`src/rtl/mdu_pkg.sv`:
```
// Shared MDU types: multiplier op encoding, arbiter FSM states and the latched op payload.
package mdu_pkg;

  localparam int unsigned MUL_XLEN = 32;

  typedef enum logic [1:0] {
    MUL    = 2'b00,
    MULH   = 2'b01,
    MULHSU = 2'b10,
    MULHU  = 2'b11
  } mul_type_e;

  typedef enum logic {
    ST_IDLE = 1'b0,
    ST_BUSY = 1'b1
  } arb_state_e;

  typedef struct packed {
    mul_type_e             op_type;
    logic [MUL_XLEN-1:0]   rs1;
    logic [MUL_XLEN-1:0]   rs2;
  } mul_op_t;

endpackage

```
`src/rtl/mul_req_arbiter_if.sv`:
```
// Request/response/multiplier bundle around the MDU multiplier arbiter.
interface mul_req_arbiter_if #(
  parameter int unsigned TAG_W = 4
);
  import mdu_pkg::*;

  logic [1:0]                   req_valid;
  logic [1:0]                   req_ready;
  mul_type_e [1:0]              req_type;
  logic [1:0][MUL_XLEN-1:0]     req_rs1;
  logic [1:0][MUL_XLEN-1:0]     req_rs2;
  logic [1:0][TAG_W-1:0]        req_tag;

  logic                         resp_valid;
  logic                         resp_ready;
  logic                         resp_id;
  logic [TAG_W-1:0]             resp_tag;
  logic [MUL_XLEN-1:0]          resp_data;

  logic                         kill;

  logic                         mul_in_valid;
  mul_type_e                    mul_type;
  logic [MUL_XLEN-1:0]          multiplicand;
  logic [MUL_XLEN-1:0]          multiplier;
  logic                         cpu_busy;
  logic [MUL_XLEN-1:0]          mul_out;
  logic                         mul_out_valid;
  logic                         mul_busy;

  modport slave (
    input  req_valid, req_type, req_rs1, req_rs2, req_tag,
    input  resp_ready, kill, mul_out, mul_out_valid, mul_busy,
    output req_ready, resp_valid, resp_id, resp_tag, resp_data,
    output mul_in_valid, mul_type, multiplicand, multiplier, cpu_busy
  );

  modport master (
    output req_valid, req_type, req_rs1, req_rs2, req_tag,
    output resp_ready, kill, mul_out, mul_out_valid, mul_busy,
    input  req_ready, resp_valid, resp_id, resp_tag, resp_data,
    input  mul_in_valid, mul_type, multiplicand, multiplier, cpu_busy
  );

endinterface

```
`src/rtl/mul_rr_arb2.sv`:
```
// Two-input round-robin grant: on a tie the requester that was not served last wins.
module mul_rr_arb2 (
  input  logic [1:0] valid,
  input  logic       last,
  input  logic       en,
  output logic [1:0] gnt,
  output logic       gnt_id
);

  always_comb begin
    gnt    = 2'b00;
    gnt_id = 1'b0;
    if (en) begin
      case (valid)
        2'b01: gnt = 2'b01;
        2'b10: begin
          gnt    = 2'b10;
          gnt_id = 1'b1;
        end
        2'b11: begin
          gnt_id = ~last;
          gnt    = last ? 2'b01 : 2'b10;
        end
        default: ;
      endcase
    end
  end

endmodule

```
`src/rtl/mul_req_arbiter.sv`:
```
// Shares one multiplier between two requesters: round-robin issue, held operands,
// one-entry response register with backpressure and flush.
module mul_req_arbiter
  import mdu_pkg::*;
#(
  parameter int unsigned TAG_W = 4
) (
  input logic              clk,
  input logic              rst_n,
  mul_req_arbiter_if.slave bus
);

  arb_state_e          state_q, state_d;
  logic                drop_q, drop_d;
  logic                rr_last_q;

  mul_op_t             op_q;
  logic [TAG_W-1:0]    op_tag_q;
  logic                op_id_q;

  logic                resp_valid_q;
  logic [MUL_XLEN-1:0] resp_data_q;
  logic                resp_id_q;
  logic [TAG_W-1:0]    resp_tag_q;

  logic                arb_en;
  logic [1:0]          gnt;
  logic                gnt_id;
  logic                hs;
  logic                capture;

  assign arb_en = (state_q == ST_IDLE) & ~bus.mul_busy & ~bus.kill;

  mul_rr_arb2 u_rr_arb2 (
    .valid  (bus.req_valid),
    .last   (rr_last_q),
    .en     (arb_en),
    .gnt    (gnt),
    .gnt_id (gnt_id)
  );

  assign hs = |(bus.req_valid & gnt);

  // State register
  always_ff @(posedge clk or negedge rst_n) begin
    if (!rst_n) begin
      state_q <= ST_IDLE;
      drop_q  <= 1'b0;
    end else begin
      state_q <= state_d;
      drop_q  <= drop_d;
    end
  end

  // Next state; a kill that meets a finished result consumes it right away
  always_comb begin
    state_d = state_q;
    drop_d  = drop_q;
    capture = 1'b0;
    case (state_q)
      ST_IDLE: begin
        if (hs) state_d = ST_BUSY;
      end
      ST_BUSY: begin
        if (bus.kill) begin
          if (bus.mul_out_valid) begin
            state_d = ST_IDLE;
            drop_d  = 1'b0;
          end else begin
            drop_d  = 1'b1;
          end
        end else if (bus.mul_out_valid) begin
          if (drop_q) begin
            state_d = ST_IDLE;
            drop_d  = 1'b0;
          end else if (!resp_valid_q || bus.resp_ready) begin
            capture = 1'b1;
            state_d = ST_IDLE;
          end
        end
      end
      default: state_d = ST_IDLE;
    endcase
  end

  // Op latch, round-robin pointer and response register
  always_ff @(posedge clk or negedge rst_n) begin
    if (!rst_n) begin
      rr_last_q    <= 1'b1;
      op_q         <= '0;
      op_tag_q     <= '0;
      op_id_q      <= 1'b0;
      resp_valid_q <= 1'b0;
      resp_data_q  <= '0;
      resp_id_q    <= 1'b0;
      resp_tag_q   <= '0;
    end else begin
      if (hs) begin
        rr_last_q <= gnt_id;
        op_q      <= '{op_type: bus.req_type[gnt_id],
                       rs1:     bus.req_rs1[gnt_id],
                       rs2:     bus.req_rs2[gnt_id]};
        op_tag_q  <= bus.req_tag[gnt_id];
        op_id_q   <= gnt_id;
      end
      if (bus.kill) begin
        resp_valid_q <= 1'b0;
      end else if (capture) begin
        resp_valid_q <= 1'b1;
        resp_data_q  <= bus.mul_out;
        resp_id_q    <= op_id_q;
        resp_tag_q   <= op_tag_q;
      end else if (bus.resp_ready) begin
        resp_valid_q <= 1'b0;
      end
    end
  end

  assign bus.req_ready    = gnt;
  assign bus.mul_in_valid = hs;
  assign bus.mul_type     = hs ? bus.req_type[gnt_id] : op_q.op_type;
  assign bus.multiplicand = hs ? bus.req_rs1[gnt_id]  : op_q.rs1;
  assign bus.multiplier   = hs ? bus.req_rs2[gnt_id]  : op_q.rs2;
  // Hold the multiplier in its done state until the response slot frees up
  assign bus.cpu_busy     = (state_q == ST_BUSY) & bus.mul_out_valid & resp_valid_q &
                            ~bus.resp_ready & ~bus.kill & ~drop_q;

  assign bus.resp_valid   = resp_valid_q;
  assign bus.resp_data    = resp_data_q;
  assign bus.resp_id      = resp_id_q;
  assign bus.resp_tag     = resp_tag_q;

endmodule

```
`src/flat_wrapper.sv`:
```
// flat-port wrapper written by rule: the top's interface ports become plain ports
module mul_req_arbiter_flat import mdu_pkg::*;
#(
  parameter int unsigned TAG_W = 4
)
  (clk, rst_n, bus_req_valid, bus_req_type, bus_req_rs1, bus_req_rs2, bus_req_tag, bus_resp_ready, bus_kill, bus_mul_out, bus_mul_out_valid, bus_mul_busy, bus_req_ready, bus_resp_valid, bus_resp_id, bus_resp_tag, bus_resp_data, bus_mul_in_valid, bus_mul_type, bus_multiplicand, bus_multiplier, bus_cpu_busy);
  mul_req_arbiter_if #(.TAG_W(TAG_W)) bus_i ();
  input logic clk;
  input logic rst_n;
  input wire logic [$bits(bus_i.req_valid)-1:0] bus_req_valid;
  input wire logic [$bits(bus_i.req_type)-1:0] bus_req_type;
  input wire logic [$bits(bus_i.req_rs1)-1:0] bus_req_rs1;
  input wire logic [$bits(bus_i.req_rs2)-1:0] bus_req_rs2;
  input wire logic [$bits(bus_i.req_tag)-1:0] bus_req_tag;
  input wire logic [$bits(bus_i.resp_ready)-1:0] bus_resp_ready;
  input wire logic [$bits(bus_i.kill)-1:0] bus_kill;
  input wire logic [$bits(bus_i.mul_out)-1:0] bus_mul_out;
  input wire logic [$bits(bus_i.mul_out_valid)-1:0] bus_mul_out_valid;
  input wire logic [$bits(bus_i.mul_busy)-1:0] bus_mul_busy;
  output wire logic [$bits(bus_i.req_ready)-1:0] bus_req_ready;
  output wire logic [$bits(bus_i.resp_valid)-1:0] bus_resp_valid;
  output wire logic [$bits(bus_i.resp_id)-1:0] bus_resp_id;
  output wire logic [$bits(bus_i.resp_tag)-1:0] bus_resp_tag;
  output wire logic [$bits(bus_i.resp_data)-1:0] bus_resp_data;
  output wire logic [$bits(bus_i.mul_in_valid)-1:0] bus_mul_in_valid;
  output wire logic [$bits(bus_i.mul_type)-1:0] bus_mul_type;
  output wire logic [$bits(bus_i.multiplicand)-1:0] bus_multiplicand;
  output wire logic [$bits(bus_i.multiplier)-1:0] bus_multiplier;
  output wire logic [$bits(bus_i.cpu_busy)-1:0] bus_cpu_busy;
  assign bus_i.req_valid = bus_req_valid;
  assign bus_i.req_type = bus_req_type;
  assign bus_i.req_rs1 = bus_req_rs1;
  assign bus_i.req_rs2 = bus_req_rs2;
  assign bus_i.req_tag = bus_req_tag;
  assign bus_i.resp_ready = bus_resp_ready;
  assign bus_i.kill = bus_kill;
  assign bus_i.mul_out = bus_mul_out;
  assign bus_i.mul_out_valid = bus_mul_out_valid;
  assign bus_i.mul_busy = bus_mul_busy;
  assign bus_req_ready = bus_i.req_ready;
  assign bus_resp_valid = bus_i.resp_valid;
  assign bus_resp_id = bus_i.resp_id;
  assign bus_resp_tag = bus_i.resp_tag;
  assign bus_resp_data = bus_i.resp_data;
  assign bus_mul_in_valid = bus_i.mul_in_valid;
  assign bus_mul_type = bus_i.mul_type;
  assign bus_multiplicand = bus_i.multiplicand;
  assign bus_multiplier = bus_i.multiplier;
  assign bus_cpu_busy = bus_i.cpu_busy;
  mul_req_arbiter #(.TAG_W(TAG_W)) u_core (.clk(clk), .rst_n(rst_n), .bus(bus_i));
endmodule
```
`config.mk`:
```
export PLATFORM = sky130hd
export DESIGN_NAME = mul_req_arbiter_flat
export DESIGN_NICKNAME = d
export VERILOG_FILES = /design/src/rtl/mdu_pkg.sv /design/src/rtl/mul_req_arbiter_if.sv /design/src/rtl/mul_rr_arb2.sv /design/src/rtl/mul_req_arbiter.sv /design/src/flat_wrapper.sv
export SDC_FILE = /design/constraint.sdc
export NUM_CORES = 1
export LEC_CHECK = 0
export CORE_UTILIZATION = 35
export CTS_CLUSTER_SIZE = 10
export DETAILED_ROUTE_END_ITERATION = 8
export PLACE_DENSITY_LB_ADDON = 0.05
export SYNTH_ARGS = -nofsm -noshare
export SYNTH_HDL_FRONTEND = slang
export SYNTH_SLANG_ARGS = --single-unit
export TNS_END_PERCENT = 5
```
`constraint.sdc`:
```
create_clock -name clk -period 4 [get_ports clk]
set_input_delay 0.6 -clock clk [delete_from_list [all_inputs] [get_ports clk]]
set_output_delay 0.6 -clock clk [all_outputs]
set_load 0.05 [all_outputs]
```
==> impl_results.rst <==
Synthesis and place-and-route
=============================

.. list-table::
   :header-rows: 1

   * - Metric
     - Value
   * - Status
     - completed
   * - Commonest non-fill, non-tap cells in the layout
     - sky130_fd_sc_hd__clkdlybuf4s50_1, sky130_fd_sc_hd__a31oi_1, sky130_fd_sc_hd__dfrtp_1
   * - DRT Pass-1 Iters
     - 5
   * - Layout-stage area growth over the synthesis result
     - 54.4%
   * - Post-synthesis share of cell area spent on full adders, half adders and majority gates
     - 0
   * - Worst path bufs/invs
     - 3
   * - Count of warning messages emitted by the tools
     - 28
   * - Area fraction in and, or, nand and nor cells after synthesis
     - 0.0729
   * - Seq/Total Area, Yosys
     - 0.492
   * - Multi-input gates
     - 403
   * - Number of design rule violations left after detail routing
     - 0
   * - Die x size
     - between 100 and 150 microns
   * - Number of cells produced by synthesis
     - 581
   * - DRT antenna net count
     - 0
   * - Reg2reg setup slack
     - 1.74 ns
   * - Number of well taps
     - 216
   * - MUX area fraction
     - 0.0929
   * - Destination of the critical timing path
     - bus_multiplier[25]
   * - Reg-to-reg endpoint
     - u_core.bus.resp_data[11]$_DFFE_PN0P_
   * - Placed Cells incl. Taps
     - between 1000 and 1500
   * - Main combinational cell family by area after synthesis
     - AND-OR/OR-AND gates
   * - Root buffer cell
     - sky130_fd_sc_hd__clkbuf_16
   * - Post-synthesis share of cell area spent on and-or and or-and gates
     - 0.284
   * - Count of inverters not on the clock network in the layout
     - 2
   * - Startpoint-to-endpoint class of the critical path
     - in -> out
   * - Setup_tns
     - 0 ns
   * - Largest net degree at the start of global routing
     - 141
   * - Post-synth area from yosys stat
     - roughly 0.0057 sq mm
   * - Boundary pin count
     - 288
==> through the flow <==
step | setup WS, ns | utilization | hold slack, ns
after floorplan | 0.908 | - | 0.304
after CTS | 0.601 | 0.553 | 0.424
after global placement | 0.679 | 0.536 | 0.477
after detailed placement | 0.619 | 0.536 | 0.478
after global routing | 0.483 | 0.553 | 0.454
final | 0.578 | 0.553 | 0.381
==> layer usage <==
layer,up-vias,share of wire,track usage
met2,238,0.48,0.380
li1,2735,-,-
met3,34,0.083,0.0723
met5,-,0,0
met1,2821,0.41,0.263
met4,0,0.028,0.0834
==> report_power, final <==
part           internal, W  switching (W)  total (W)
clock network     0.000448       0.000425   0.000873
registers          0.00147       0.000145    0.00162
logic              0.00101        0.00177    0.00278
total              0.00293        0.00234    0.00527
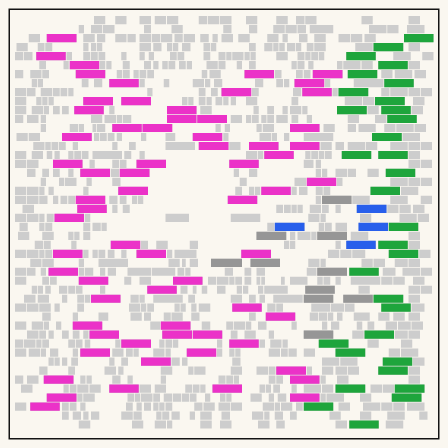
Figure 1: register map, names as in the netlist.
Other sequential cells in the stronger gray, the rest of the logic in the fainter gray.
- `u_core.bus.resp_data`: green (flops 32; where a column on the right)
- `u_core.op_q`: magenta (flops 66)
- `u_core.bus.resp_tag`: blue (flops 4; where right middle)
- not colored: 10
utilization after layout: 0.553
Seq. pwr: 0.00162 W
area of all sequential standard cells: 0.00280 sq mm

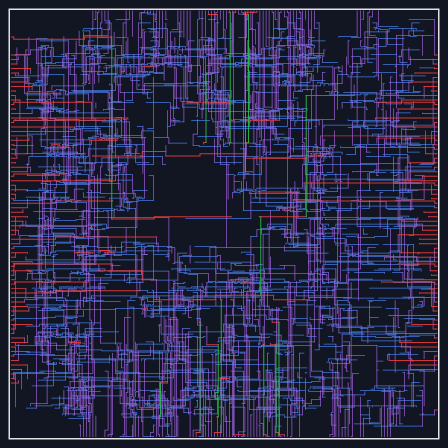
Figure 2: routed metal, one color a layer.
- met3: red (wire length 1550 microns)
- met2: purple (wire length 8980 microns)
- met1: blue (wire length 7700 microns)
- met4: green (wire length 532 microns)
wire length per cell after detailed routing: 17.9 microns
total vias in the final route: 5828
overall routed net length: 18800 microns

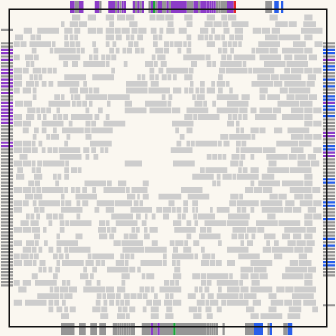
Figure 3: I/O pins on the die edge.
Pins as bars across the die edge, other pins in gray.
- `bus_req_rs1`: purple (pins 64; direction input; edge 38 top, 18 left, 6 right, 2 bottom)
- `bus_mul_in_valid`: red (pins 1; direction output; edge top)
- `bus_mul_type`: green (pins 2; direction output; edge 1 top, 1 bottom)
- `bus_resp_data`: blue (pins 32; direction output; edge 22 right, 7 bottom, 3 top)
- all pins by edge: 75 left, 74 bottom, 72 right, 67 top

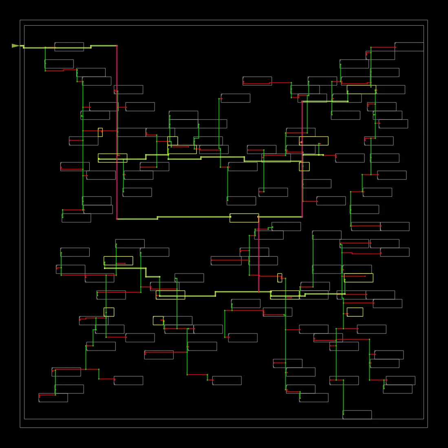
Figure 4: clock nets.
Flops: 112
sinks on the clock net: 112
Clock net power: 0.000873 W
Max Clock Skew: 0.0104 ns

No activity file was given, so power comes from the tool's default toggle rates.
